### src/rtl/loader_pkg.sv
// Shared types and constants for the instruction memory program loader.
package loader_pkg;

    localparam int unsigned LOADER_DEPTH = 64;
    localparam int unsigned WORD_W       = 16;
    localparam int unsigned BYTE_W       = 8;
    localparam int unsigned COUNT_W      = 7;

    // Byte-order encodings for the HIGH_FIRST parameter
    localparam bit ORDER_HIGH_FIRST = 1'b1;
    localparam bit ORDER_LOW_FIRST  = 1'b0;

    typedef enum logic [2:0] {
        ST_IDLE,
        ST_WAIT_WORD,
        ST_SETUP,
        ST_STROBE,
        ST_HOLD,
        ST_DONE
    } loader_state_e;

    typedef struct packed {
        logic [BYTE_W-1:0] hi;
        logic [BYTE_W-1:0] lo;
    } instr_word_t;

    // Byte for a given position: the high half when order and position agree
    function automatic logic [BYTE_W-1:0] pick_byte(instr_word_t w, bit high_first, logic second);
        return (high_first ^ second) ? w.hi : w.lo;
    endfunction

endpackage

### src/rtl/instruction_loader_if.sv
// Host word handshake between the word source and the loader.
interface instruction_loader_if;
    import loader_pkg::*;

    instr_word_t word_in;
    logic        word_valid;
    logic        word_ready;

    modport master (output word_in, output word_valid, input word_ready);
    modport slave  (input word_in, input word_valid, output word_ready);

endinterface

### src/rtl/strobe_timer.sv
// Loadable down-counter with a terminal-count flag, timing strobe and gap phases.
module strobe_timer #(
    parameter int unsigned CNT_W = 3
) (
    input  logic             clk,
    input  logic             reset,
    input  logic             en,
    input  logic             load,
    input  logic [CNT_W-1:0] load_val,
    output logic             done_c
);

    logic [CNT_W-1:0] cnt_q;
    logic [CNT_W-1:0] cnt_d;

    // Reload on phase entry, otherwise count down and park at zero
    always_comb begin
        cnt_d = cnt_q;
        if (en) begin
            if (load) begin
                cnt_d = load_val;
            end else if (cnt_q != '0) begin
                cnt_d = cnt_q - CNT_W'(1);
            end
        end
    end

    // Counter register
    always_ff @(posedge clk) begin
        if (reset) begin
            cnt_q <= '0;
        end else begin
            cnt_q <= cnt_d;
        end
    end

    // Last enabled cycle of the current phase
    assign done_c = (cnt_q == CNT_W'(1));

endmodule

### src/rtl/instruction_loader.sv
// Splits 16-bit host words into two strobed bytes for the instruction memory load port.
module instruction_loader
    import loader_pkg::*;
#(
    parameter int unsigned DEPTH         = LOADER_DEPTH,
    parameter int unsigned STROBE_CYCLES = 4,
    parameter int unsigned GAP_CYCLES    = 4,
    parameter bit          HIGH_FIRST    = ORDER_HIGH_FIRST
) (
    input  logic                      clk,
    input  logic                      reset,
    input  logic                      clk_enable,
    input  logic                      load_start,
    input  logic                      load_end,
    instruction_loader_if.slave       host,
    output logic [BYTE_W-1:0]         load_byte,
    output logic                      load_strobe,
    output logic [COUNT_W-1:0]        word_count,
    output logic                      busy,
    output logic                      load_done
);

    localparam int unsigned MAX_CYC = (STROBE_CYCLES > GAP_CYCLES) ? STROBE_CYCLES : GAP_CYCLES;
    localparam int unsigned CNT_W   = $clog2(MAX_CYC) + 1;

    loader_state_e      state_q,  state_d;
    instr_word_t        word_q,   word_d;
    logic               second_q, second_d;
    logic               end_q,    end_d;
    logic [COUNT_W-1:0] count_q,  count_d;
    logic [BYTE_W-1:0]  byte_q,   byte_d;
    logic               strobe_q, strobe_d;
    logic               ready_q,  ready_d;
    logic               busy_q,   busy_d;
    logic               done_q,   done_d;

    logic               timer_load_c;
    logic [CNT_W-1:0]   timer_val_c;
    logic               timer_done_c;

    strobe_timer #(
        .CNT_W (CNT_W)
    ) u_strobe_timer (
        .clk      (clk),
        .reset    (reset),
        .en       (clk_enable),
        .load     (timer_load_c),
        .load_val (timer_val_c),
        .done_c   (timer_done_c)
    );

    // Next-state, datapath and registered-output selection
    always_comb begin
        state_d      = state_q;
        word_d       = word_q;
        second_d     = second_q;
        end_d        = end_q;
        count_d      = count_q;
        byte_d       = byte_q;
        timer_load_c = 1'b0;
        timer_val_c  = CNT_W'(STROBE_CYCLES);

        if (clk_enable) begin
            case (state_q)
                ST_IDLE, ST_DONE: begin
                    if (load_start) begin
                        state_d = ST_WAIT_WORD;
                        count_d = '0;
                        end_d   = 1'b0;
                    end
                end
                ST_WAIT_WORD: begin
                    if (host.word_valid && ready_q) begin
                        word_d   = host.word_in;
                        second_d = 1'b0;
                        byte_d   = pick_byte(host.word_in, HIGH_FIRST, 1'b0);
                        state_d  = ST_SETUP;
                        if (load_end) begin
                            end_d = 1'b1;
                        end
                    end else if (end_q || load_end) begin
                        state_d = ST_DONE;
                    end
                end
                ST_SETUP: begin
                    if (load_end) begin
                        end_d = 1'b1;
                    end
                    state_d      = ST_STROBE;
                    timer_load_c = 1'b1;
                    timer_val_c  = CNT_W'(STROBE_CYCLES);
                end
                ST_STROBE: begin
                    if (load_end) begin
                        end_d = 1'b1;
                    end
                    if (timer_done_c) begin
                        state_d      = ST_HOLD;
                        timer_load_c = 1'b1;
                        timer_val_c  = CNT_W'(GAP_CYCLES);
                    end
                end
                ST_HOLD: begin
                    if (load_end) begin
                        end_d = 1'b1;
                    end
                    if (timer_done_c) begin
                        if (!second_q) begin
                            second_d = 1'b1;
                            byte_d   = pick_byte(word_q, HIGH_FIRST, 1'b1);
                            state_d  = ST_SETUP;
                        end else begin
                            count_d = count_q + COUNT_W'(1);
                            if ((count_d == COUNT_W'(DEPTH)) || end_d) begin
                                state_d = ST_DONE;
                            end else begin
                                state_d = ST_WAIT_WORD;
                            end
                        end
                    end
                end
                default: begin
                    state_d = ST_IDLE;
                end
            endcase
        end

        ready_d  = (state_d == ST_WAIT_WORD);
        strobe_d = (state_d == ST_STROBE);
        busy_d   = (state_d != ST_IDLE) && (state_d != ST_DONE);
        done_d   = (state_d == ST_DONE);
    end

    // State and output registers; reset wins over clk_enable
    always_ff @(posedge clk) begin
        if (reset) begin
            state_q  <= ST_IDLE;
            word_q   <= '0;
            second_q <= 1'b0;
            end_q    <= 1'b0;
            count_q  <= '0;
            byte_q   <= '0;
            strobe_q <= 1'b0;
            ready_q  <= 1'b0;
            busy_q   <= 1'b0;
            done_q   <= 1'b0;
        end else begin
            state_q  <= state_d;
            word_q   <= word_d;
            second_q <= second_d;
            end_q    <= end_d;
            count_q  <= count_d;
            byte_q   <= byte_d;
            strobe_q <= strobe_d;
            ready_q  <= ready_d;
            busy_q   <= busy_d;
            done_q   <= done_d;
        end
    end

    assign host.word_ready = ready_q;
    assign load_byte       = byte_q;
    assign load_strobe     = strobe_q;
    assign word_count      = count_q;
    assign busy            = busy_q;
    assign load_done       = done_q;

endmodule

### src/flat_wrapper.sv
// flat-port wrapper written by rule: the top's interface ports become plain ports
module instruction_loader_flat import loader_pkg::*;
#(
    parameter int unsigned DEPTH         = LOADER_DEPTH,
    parameter int unsigned STROBE_CYCLES = 4,
    parameter int unsigned GAP_CYCLES    = 4,
    parameter bit          HIGH_FIRST    = ORDER_HIGH_FIRST
)
  (clk, reset, clk_enable, load_start, load_end, load_byte, load_strobe, word_count, busy, load_done, host_word_in, host_word_valid, host_word_ready);
  instruction_loader_if host_i ();
  input  logic clk;
  input  logic reset;
  input  logic clk_enable;
  input  logic load_start;
  input  logic load_end;
  output logic [BYTE_W-1:0] load_byte;
  output logic load_strobe;
  output logic [COUNT_W-1:0] word_count;
  output logic busy;
  output logic load_done;
  input wire logic [$bits(host_i.word_in)-1:0] host_word_in;
  input wire logic [$bits(host_i.word_valid)-1:0] host_word_valid;
  output wire logic [$bits(host_i.word_ready)-1:0] host_word_ready;
  assign host_i.word_in = host_word_in;
  assign host_i.word_valid = host_word_valid;
  assign host_word_ready = host_i.word_ready;
  instruction_loader #(.DEPTH(DEPTH), .STROBE_CYCLES(STROBE_CYCLES), .GAP_CYCLES(GAP_CYCLES), .HIGH_FIRST(HIGH_FIRST)) u_core (.clk(clk), .reset(reset), .clk_enable(clk_enable), .load_start(load_start), .load_end(load_end), .host(host_i), .load_byte(load_byte), .load_strobe(load_strobe), .word_count(word_count), .busy(busy), .load_done(load_done));
endmodule
### config.mk
export PLATFORM = sky130hd
export DESIGN_NAME = instruction_loader_flat
export DESIGN_NICKNAME = d
export VERILOG_FILES = /design/src/rtl/loader_pkg.sv /design/src/rtl/instruction_loader_if.sv /design/src/rtl/strobe_timer.sv /design/src/rtl/instruction_loader.sv /design/src/flat_wrapper.sv
export SDC_FILE = /design/constraint.sdc
export NUM_CORES = 1
export LEC_CHECK = 0
export ABC_CLOCK_PERIOD_IN_PS = 2200
export CORE_ASPECT_RATIO = 0.7
export CORE_MARGIN = 10
export CORE_UTILIZATION = 50
export DETAILED_ROUTE_END_ITERATION = 16
export HOLD_SLACK_MARGIN = 0.03
export PLACE_DENSITY = 0.79
export SYNTH_ARGS = -nofsm -noshare
export SYNTH_HDL_FRONTEND = slang
export SYNTH_SLANG_ARGS = --single-unit
### constraint.sdc
create_clock -name clk -period 2.2 [get_ports clk]
set_clock_uncertainty 0.05 [all_clocks]
set_input_delay 0.44 -clock clk [delete_from_list [all_inputs] [get_ports clk]]
set_output_delay 0.44 -clock clk [all_outputs]
set_load 0.1 [all_outputs]
==> summary.txt <==
fresh numbers from the pnr run: outcome=finished, final reports clean, total grt overflow=0, CTS Sinks=35, XOR Share, Synth=0.00962, Post-synth regs=35, fillcell total=299, crit-path max FO=16, worst-margin pin slew=451 ps, nets=276, wire per inst=15.2 um, end of the worst register-to-register path=u_core.load_byte[1]$_SDFFE_PP0P_, Register-to-Register Path Depth=7, Post-CTS Setup Repair Bufs=0, vias in the first global route=1,612, die x size=92.1 um, ys async rst share=0, CTS tree=done, top-count cell post-synth=dfxtp_1, worst vdd ir=0.456 mV, routed wire length=4.57 mm, Distinct lib cells used=46, power per cell area=607 nW/um2, post-synthesis cell area=1820 um2, fmax=499 MHz, met2 WL=1.87 mm, CP Launch Point=u_core.state_q[2]$_SDFF_PP0_, synth cell count leaders=35 x dfxtp_1, 26 x nor2_1, 17 x mux2i_1, TNS Setup=0 ps, DRC=0, WL met1=2.20 mm, synthesis area per yosys=1820 um2, routed via count=1,659, R2R Setup Slk=200 ps, Post-synth top flop=dfxtp_1, Core Util at FP=0.519, Num CTS Buffers=5, Synth Net Count=231, critical path, cell by cell=buf_4 > nor3b_1 > nor3b_2 > or2_1 > buf_12 > nor2_1 > a211oi_1, Hold Path Class=reg -> reg, hold_sp=u_core.word_count[1]$_SDFFE_PP0P_, CP Capture Type=flip-flop, EDFF count, synth=0, Warnings, synthesis=0, final critical-path setup slack=196 ps, Top Metal Used=met4, H-tree Lvls=2, Ports=41, Detailed Place HPWL=3.42 mm, crit path DAT=2150 ps, Port Buffers=40, Area Growth Syn to Fin=30.0%, switching part of the total=0.303, Clock Tree Buf Depth=2, mux share=0.0996, Synth area leaders=dfxtp_1 38%, mux2i_1 9.3%, nor2_1 5.4%, leakage=0.888 nW, Setup CP Type=reg -> reg, ys cells=205, Adder Share, Synth=0.0275, reg2reg start=u_core.state_q[2]$_SDFF_PP0_, CP Capture Point=u_core.load_byte[1]$_SDFFE_PP0P_, RSZ-0062 raised after global routing=false, CP required=2350 ps, comb area leader=simple AND/OR/NAND/NOR gates, sequential-to-total area share from yosys stat=0.385, Routability Congestion=0.926
==> per-stage QoR <==
step / cells / hold slack [ps] / utilization / cell area, um2
2_1_floorplan: 205 / 407 / - / 1830
3_3_place_gp: 293 / 421 / 0.648 / 2280
3_5_place_dp: 293 / 425 / 0.648 / 2280
4_1_cts: 301 / 436 / 0.672 / 2360
5_1_grt: 301 / 463 / 0.674 / 2370
6_report: 301 / 436 / 0.674 / 2370
==> placed cells by master (no fill, tap or decap), types with 3 or more instances in the layout <==
cell	synthesis	final
buf_4	1	29
nor3_1	9	9
clkdlybuf4s50_1	0	21
a41oi_1	3	3
nand3_1	5	5
dfxtp_1	35	28
a21boi_0	3	3
inv_1	4	4
nand2b_1	6	6
nand2_1	14	14
clkbuf_8	1	5
nor2_1	26	26
a211oi_1	10	10
a311oi_1	5	5
and3b_1	3	3
clkinv_2	0	3
mux2i_1	17	17
o21ai_0	7	7
a21oi_1	8	8
ha_1	4	4
dfxtp_2	0	7
==> worst min-delay path: stages, from the launching register on <==
cell     delay (ps)
dfxtp_2         340
nand2_1          50
a21oi_1          50
==> layout make-up <==
class	count	area, um2	share of cell area
multi-input cells	152	1030	0.435
flip-flops and latches	35	709	0.300
repair buffers	52	468	0.198
clock buffers	5	68.8	0.0291
well taps	50	62.6	0.0264
clock inverters	3	15.0	0.00634
inverters	4	15.0	0.00634
==> per-layer routing <==
layer,vias to the layer above,track usage
li1,841,-
met1,749,0.197
met2,62,0.189
met3,7,0.0651
met4,0,0.0597
met5,-,0
==> power by group through the flow <==
stage,logic [mW],registers [mW],clock network (mW)
2_1_floorplan,0.148,0.745,0
3_3_place_gp,0.289,0.699,0
3_5_place_dp,0.292,0.700,0
4_1_cts,0.293,0.685,0.472
5_1_grt,0.317,0.692,0.501
6_report,0.294,0.686,0.457
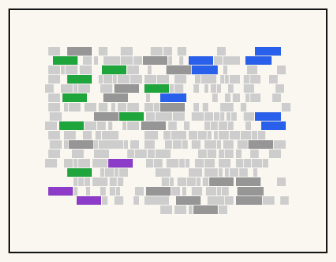
(where the registers sit)
Other sequential cells in the stronger grey, the rest of the logic in the fainter grey.
[u_core.word_count] blue | flops: 7 | where: upper right
[u_core.word_q] green | flops: 8
[u_core.u_strobe_timer.cnt_q] purple | flops: 3

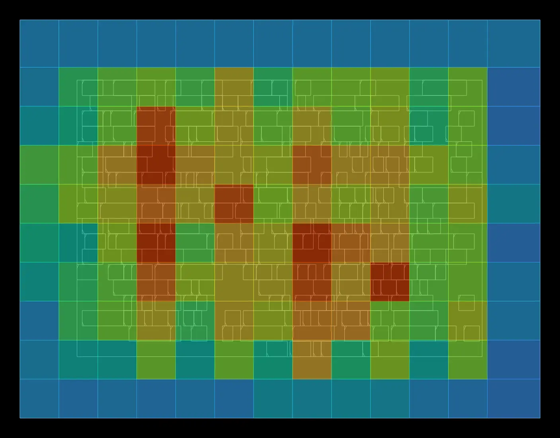
(routing congestion map)
met1 global-route usage: 0.197
met2 Use GR: 0.189

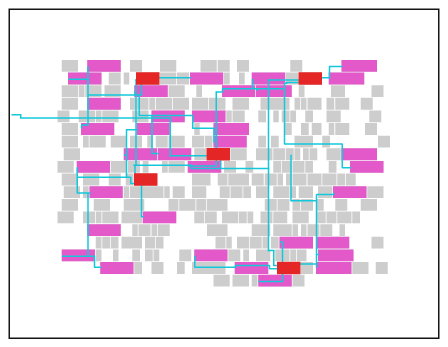
(clock wires, drivers and flops)
[flip-flops] magenta | count: 35
[cells driving clock nets] red | count: 5
[clock wires] cyan | length: 472 um
routed clock nets: 6
clock share of power: 0.318
Latency at later pin: 290 ps

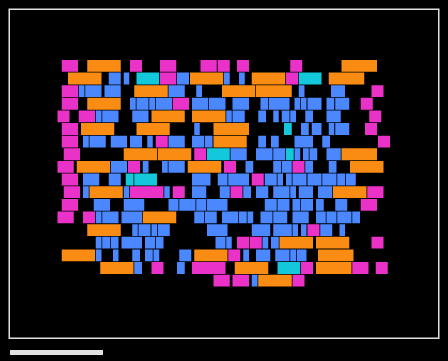
(cell classes on the final placement)
The bar under the picture is 20 um long.
[flops] orange | cells: 35 | share of their area: 31%
[all other logic] blue | cells: 156 | share of their area: 45%
[other buffers and delay cells] magenta | cells: 52 | share of their area: 20%
[clock drivers and dummy loads] cyan | cells: 8 | share of their area: 3.6%
Site Rows: 18
Core ar.: 3510 um2
final design utilization: 0.674
Design Area, Final: 2370 um2
sequential share of cell area: 0.300

Power figures rest on the tool's default switching activity, not on a simulated workload.
